==> images/ff_map.png <==
Scale bar: 20 um. Other sequential cells in the stronger grey, the rest of the logic in the fainter grey.
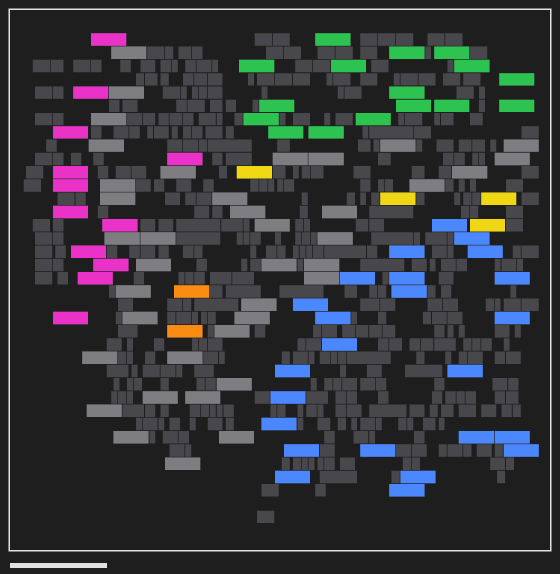
==> images/clock_wires.png <==
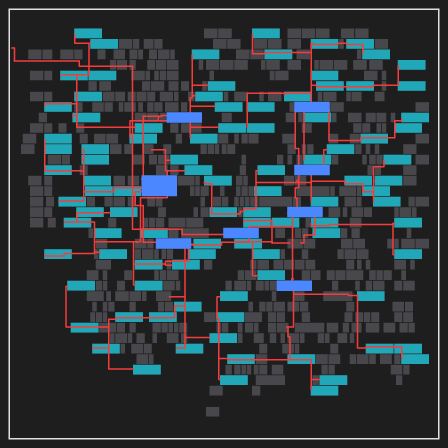
==> images/sizing.png <==
Scale bar: 20 um.
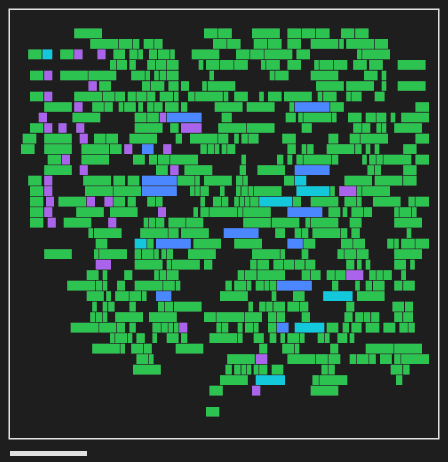
==> images/route_heat.png <==
22 x 22 tiles, from dark blue (low) to red (high), scaled to the fullest tile. Values are wire area over tile area, all layers added.
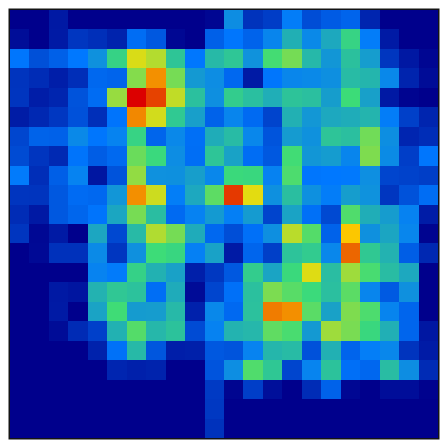
==> images/placed.png <==
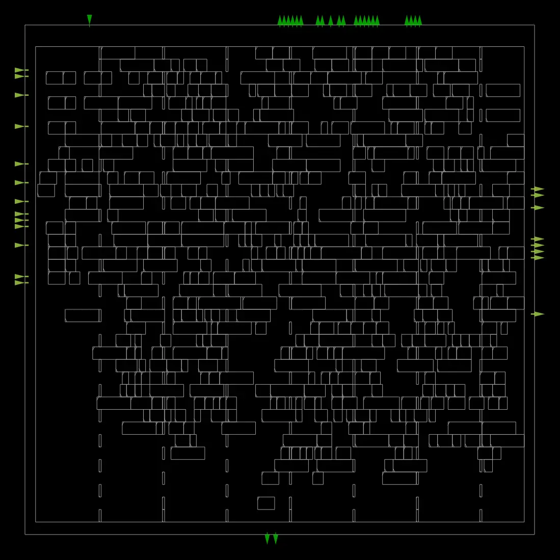
$ cat src/rtl/digit_tube_capture_if.sv
// Scan bus and decoded display outputs of the 7-segment capture block.
// The master side drives the tube pins; the slave side is the capture logic.
interface digit_tube_capture_if;
  logic [3:0]  dig;
  logic [7:0]  seg;
  logic [15:0] val;
  logic [3:0]  dp;
  logic [3:0]  valid;
  logic [3:0]  err;
  logic        upd;
  logic        frame;
  logic        stalled;

  modport master (
    output dig, seg,
    input  val, dp, valid, err, upd, frame, stalled
  );

  modport slave (
    input  dig, seg,
    output val, dp, valid, err, upd, frame, stalled
  );
endinterface

$ cat src/rtl/digit_tube_capture.sv
// Samples a multiplexed active-low 7-segment scan bus, filters scan
// transitions and rebuilds the 4-digit hex value with valid/error flags.
module digit_tube_capture #(
  parameter int unsigned STABLE_CYCLES  = 16,
  parameter int unsigned TIMEOUT_CYCLES = 1048576
) (
  input logic clk,
  input logic rst,
  digit_tube_capture_if.slave bus
);
  typedef enum logic [1:0] {
    WAIT,
    COUNT,
    CAPTURE,
    HELD
  } state_e;

  localparam logic [11:0] CNT_MAX  = 12'(STABLE_CYCLES);
  localparam logic [11:0] CNT_HIT  = 12'(STABLE_CYCLES - 1);
  localparam logic [23:0] IDLE_TO  = 24'(TIMEOUT_CYCLES);
  localparam logic [23:0] IDLE_MAX = 24'hFF_FFFF;

  logic [11:0] s1_q, s2_q;
  logic [11:0] cnt_q, cnt_d;
  state_e      state_q, state_d;
  logic [23:0] idle_q, idle_d;
  logic [3:0]  seen_q, seen_d;
  logic [15:0] val_q, val_d;
  logic [3:0]  dp_q, dp_d;
  logic [3:0]  valid_q, valid_d;
  logic [3:0]  err_q, err_d;
  logic        upd_q, upd_d;
  logic        frame_q, frame_d;
  logic        stalled_q, stalled_d;

  logic       chg;
  logic       cap;
  logic [3:0] sel;
  logic [3:0] seen_n;
  logic [4:0] dec;

  function automatic logic [4:0] dec7(input logic [6:0] p);
    logic [4:0] r;
    r = 5'h00;
    case (p)
      7'h40: r = 5'h10;
      7'h79: r = 5'h11;
      7'h24: r = 5'h12;
      7'h30: r = 5'h13;
      7'h19: r = 5'h14;
      7'h12: r = 5'h15;
      7'h02: r = 5'h16;
      7'h78: r = 5'h17;
      7'h00: r = 5'h18;
      7'h10: r = 5'h19;
      7'h08: r = 5'h1A;
      7'h03: r = 5'h1B;
      7'h46: r = 5'h1C;
      7'h21: r = 5'h1D;
      7'h06: r = 5'h1E;
      7'h0E: r = 5'h1F;
      default: r = 5'h00;
    endcase
    return r;
  endfunction

  // chg looks one stage ahead so a capture lands STABLE_CYCLES+2 after the pin step
  assign chg = (s1_q != s2_q);
  assign sel = ~s2_q[11:8];
  assign dec = dec7(s2_q[6:0]);

  always_comb begin
    state_d = state_q;
    cap     = 1'b0;
    if (chg) begin
      cnt_d = '0;
    end else if (cnt_q == CNT_MAX) begin
      cnt_d = cnt_q;
    end else begin
      cnt_d = cnt_q + 12'd1;
    end
    if (chg) begin
      state_d = WAIT;
    end else begin
      unique case (state_q)
        WAIT:    if ($onehot(sel)) state_d = COUNT;
        COUNT: begin
          if (cnt_q >= CNT_HIT) begin
            state_d = CAPTURE;
            cap     = 1'b1;
          end
        end
        CAPTURE: state_d = HELD;
        HELD:    state_d = HELD;
        default: state_d = WAIT;
      endcase
    end
  end

  always_comb begin
    val_d     = val_q;
    dp_d      = dp_q;
    valid_d   = valid_q;
    err_d     = err_q;
    seen_d    = seen_q;
    stalled_d = stalled_q;
    upd_d     = 1'b0;
    frame_d   = 1'b0;
    seen_n    = seen_q | sel;
    idle_d    = (idle_q == IDLE_MAX) ? idle_q : idle_q + 24'd1;
    if (cap) begin
      for (int i = 0; i < 4; i++) begin
        if (sel[i]) begin
          dp_d[i]    = ~s2_q[7];
          valid_d[i] = dec[4];
          err_d[i]   = ~dec[4];
          if (dec[4]) val_d[4*i +: 4] = dec[3:0];
        end
      end
      upd_d     = 1'b1;
      idle_d    = '0;
      stalled_d = 1'b0;
      if (seen_n == 4'hF) begin
        frame_d = 1'b1;
        seen_d  = '0;
      end else begin
        seen_d  = seen_n;
      end
    end else if (idle_d == IDLE_TO) begin
      valid_d   = '0;
      stalled_d = 1'b1;
      seen_d    = '0;
    end
  end

  always_ff @(posedge clk) begin
    if (rst) begin
      s1_q      <= '1;
      s2_q      <= '1;
      cnt_q     <= '0;
      state_q   <= WAIT;
      idle_q    <= '0;
      seen_q    <= '0;
      val_q     <= '0;
      dp_q      <= '0;
      valid_q   <= '0;
      err_q     <= '0;
      upd_q     <= 1'b0;
      frame_q   <= 1'b0;
      stalled_q <= 1'b0;
    end else begin
      s1_q      <= {bus.dig, bus.seg};
      s2_q      <= s1_q;
      cnt_q     <= cnt_d;
      state_q   <= state_d;
      idle_q    <= idle_d;
      seen_q    <= seen_d;
      val_q     <= val_d;
      dp_q      <= dp_d;
      valid_q   <= valid_d;
      err_q     <= err_d;
      upd_q     <= upd_d;
      frame_q   <= frame_d;
      stalled_q <= stalled_d;
    end
  end

  assign bus.val     = val_q;
  assign bus.dp      = dp_q;
  assign bus.valid   = valid_q;
  assign bus.err     = err_q;
  assign bus.upd     = upd_q;
  assign bus.frame   = frame_q;
  assign bus.stalled = stalled_q;
endmodule

$ cat src/flat_wrapper.sv
// flat-port wrapper written by rule: the top's interface ports become plain ports
module digit_tube_capture_flat 
#(
  parameter int unsigned STABLE_CYCLES  = 16,
  parameter int unsigned TIMEOUT_CYCLES = 1048576
)
  (clk, rst, bus_dig, bus_seg, bus_val, bus_dp, bus_valid, bus_err, bus_upd, bus_frame, bus_stalled);
  digit_tube_capture_if bus_i ();
  input logic clk;
  input logic rst;
  input wire logic [$bits(bus_i.dig)-1:0] bus_dig;
  input wire logic [$bits(bus_i.seg)-1:0] bus_seg;
  output wire logic [$bits(bus_i.val)-1:0] bus_val;
  output wire logic [$bits(bus_i.dp)-1:0] bus_dp;
  output wire logic [$bits(bus_i.valid)-1:0] bus_valid;
  output wire logic [$bits(bus_i.err)-1:0] bus_err;
  output wire logic [$bits(bus_i.upd)-1:0] bus_upd;
  output wire logic [$bits(bus_i.frame)-1:0] bus_frame;
  output wire logic [$bits(bus_i.stalled)-1:0] bus_stalled;
  assign bus_i.dig = bus_dig;
  assign bus_i.seg = bus_seg;
  assign bus_val = bus_i.val;
  assign bus_dp = bus_i.dp;
  assign bus_valid = bus_i.valid;
  assign bus_err = bus_i.err;
  assign bus_upd = bus_i.upd;
  assign bus_frame = bus_i.frame;
  assign bus_stalled = bus_i.stalled;
  digit_tube_capture #(.STABLE_CYCLES(STABLE_CYCLES), .TIMEOUT_CYCLES(TIMEOUT_CYCLES)) u_core (.clk(clk), .rst(rst), .bus(bus_i));
endmodule
$ cat config.mk
export PLATFORM = sky130hd
export DESIGN_NAME = digit_tube_capture_flat
export DESIGN_NICKNAME = d
export VERILOG_FILES = /design/src/rtl/digit_tube_capture_if.sv /design/src/rtl/digit_tube_capture.sv /design/src/flat_wrapper.sv
export SDC_FILE = /design/constraint.sdc
export NUM_CORES = 1
export LEC_CHECK = 0
export CAP_MARGIN = 15
export CORE_MARGIN = 2
export CORE_UTILIZATION = 40
export DETAILED_ROUTE_END_ITERATION = 6
export GPL_ROUTABILITY_DRIVEN = 0
export PLACE_DENSITY = 0.61
export REMOVE_ABC_BUFFERS = 1
export SETUP_SLACK_MARGIN = 0.3
export SYNTH_ARGS = -nofsm -noshare
export SYNTH_HDL_FRONTEND = slang
export SYNTH_SLANG_ARGS = --single-unit
$ cat constraint.sdc
create_clock -name clk -period 6.2 [get_ports clk]
set_input_delay 1.86 -clock clk [delete_from_list [all_inputs] [get_ports clk]]
set_output_delay 1.86 -clock clk [all_outputs]
set_load 0.02 [all_outputs]
==> impl_results.rst <==
Metrics
=======

.. list-table::
   :header-rows: 1

   * - Metric
     - Value
   * - Number of distinct library cells after synthesis
     - between 50 and 60
   * - Slew of the pin with the lowest slew margin
     - approximately 990 ps
   * - Number of enable flip-flop cells
     - 0
   * - Largest cells by area
     - dfxtp_1 (43%), nor2_1 (5.3%), xor2_1 (4.8%)
   * - Final setup TNS
     - 0 ps
   * - Final count of negative-setup-slack endpoints
     - 0
   * - Proportion of layout cells with a drive suffix above 1
     - 0.0996
   * - Area growth from synthesis to layout
     - 16.9%
   * - Largest net degree at the start of global routing
     - around 57
   * - Detailed-route wire length per cell
     - 13.9 um
   * - Worst setup skew after layout
     - 8.69 ps
   * - Ports
     - about 45
   * - Final period util
     - 0.613
   * - Number of buffers on the longest clock path
     - 2
   * - Reg with most FFs
     - u_core.idle_q
   * - Yosys-reported design area after synthesis
     - around 4600 sq um
   * - H-tree Lvls
     - 3
   * - Number of logged tool warnings
     - 26
   * - Number of cells on the critical path
     - 6
   * - Tot GR Track Use
     - 0.154
   * - Net load switching power
     - approximately 0.29 mW
   * - Power share of the sequential group
     - 0.526
   * - Required arrival time at the worst endpoint
     - ~6400 ps
   * - Crit path max-delay cell type
     - nand2b_1
   * - Combinational power share
     - 0.038
   * - Critical Path Fanout Max
     - 56
   * - Number of DRC violations after detailed-routing iteration 0
     - 177
   * - Critical path, cell by cell
     - clkdlybuf4s50_1 > buf_4 > nand2b_1 > nand2_1 > o21ai_0 > nor2_1
   * - Total die area
     - 12,300 sq um
   * - Post-synthesis cell type with the largest instance count
     - dfxtp_1
   * - Cell Area, Synth
     - 4560 sq um
   * - TritonCTS sink count
     - 97
   * - Reg2reg path depth
     - 7
   * - Result of the run
     - completed
   * - Worst voltage drop across the vdd grid
     - approximately 0.19 mV
   * - Biggest area consumer among synthesized cells
     - dfxtp_1
   * - Final Hold Fails
     - 0
   * - Cell area power density
     - roughly 230 nW/um^2
   * - Width of the die
     - between 100 and 150 um
   * - Part of the total power dissipated in the clock network
     - 0.436
Notes on ff_map.png above:
[`u_core.bus.err`] yellow | flops: 4
[`u_core.state_q`] orange | flops: 2
[`u_core.bus.val`] green | flops: 16
[`u_core.s1_q`] magenta | flops: 12
[`u_core.idle_q`] blue | flops: 24

Notes on clock_wires.png above:
[clock-net drivers] blue | count: 9
[clock wires] red | length: 1,130 um
[flip-flops] cyan | count: 97
routed clock nets: 10

Notes on sizing.png above:
[x3 and x4] cyan | cells: 8 | share: 1.5%
[x2] purple | cells: 33 | share: 6.1%
[x6 and larger] blue | cells: 13 | share: 2.4%
[x1 and smaller] green | cells: 488 | share: 90%

Notes on route_heat.png above:
mean over tiles: 0.12
fullest tile: 0.50
emptiest ninth of the die: bottom left

Notes on placed.png above:
final design utilization: 0.485
Final Non-Filler Cells: 682
fill cell instance count of the final layout: 1,010
tap cell count: 140

[logic make-up after synthesis]
| group | Yosys count | synth area share |
|---|---|---|
| simple gates | 218 | 0.271 |
| flops | 97 | 0.426 |
| compound gates | 87 | 0.122 |
| xor+xnor | 46 | 0.0883 |
| buf+inv | 45 | 0.0409 |
| mux | 14 | 0.0310 |
| fa+ha+maj | 7 | 0.0208 |
[area by class of cell]
type	count	area [sq um]
Inverter	12	45.0
Clock buffer	9	225
Timing Repair Buffer	45	448
Multi-Input combinational cell	372	2430
Sequential cell	97	1940
Clock inverter	7	62.6
Tap cell	140	175
Fill cell	1010	5650
[per-layer routing]
metal	global-route usage	part of all wire
met3	0.0230	0.036
met5	0	0
met4	0.0500	0.0098
met1	0.217	0.50
met2	0.242	0.46
[through the flow]
step / cell area [sq um] / hold slack (ps) / std cells / setup WS (ps) / power, mW
2_1_floorplan: 4420 / 430 / 481 / 3400 / 0.685
4_1_cts: 5330 / 469 / 682 / 2400 / 1.24
3_5_place_dp: 5040 / 447 / 666 / 2050 / 0.707
6_report: 5330 / 464 / 682 / 2400 / 1.23
3_3_place_gp: 5040 / 446 / 666 / 2160 / 0.706
5_1_grt: 5330 / 483 / 682 / 2230 / 1.28
[power groups by stage]
stage	Combinational, mW	Sequential, mW	Clock [mW]
floorplan	0.0290	0.656	0
global placement	0.0461	0.660	0
detailed placement	0.0474	0.660	0
CTS	0.0477	0.645	0.550
global route	0.0531	0.647	0.579
finish	0.0473	0.646	0.535
[path summary, 6_finish.rpt]
path                            to  slack, ps           start
hold / removal      u_core.s2_q[6]        460  u_core.s1_q[6]
hold reg to reg     u_core.s2_q[6]        460  u_core.s1_q[6]
setup reg to reg  u_core.seen_q[3]       2920  u_core.s2_q[3]
setup / recovery  u_core.seen_q[3]       2400             rst
Power and IR drop assume default switching activity.
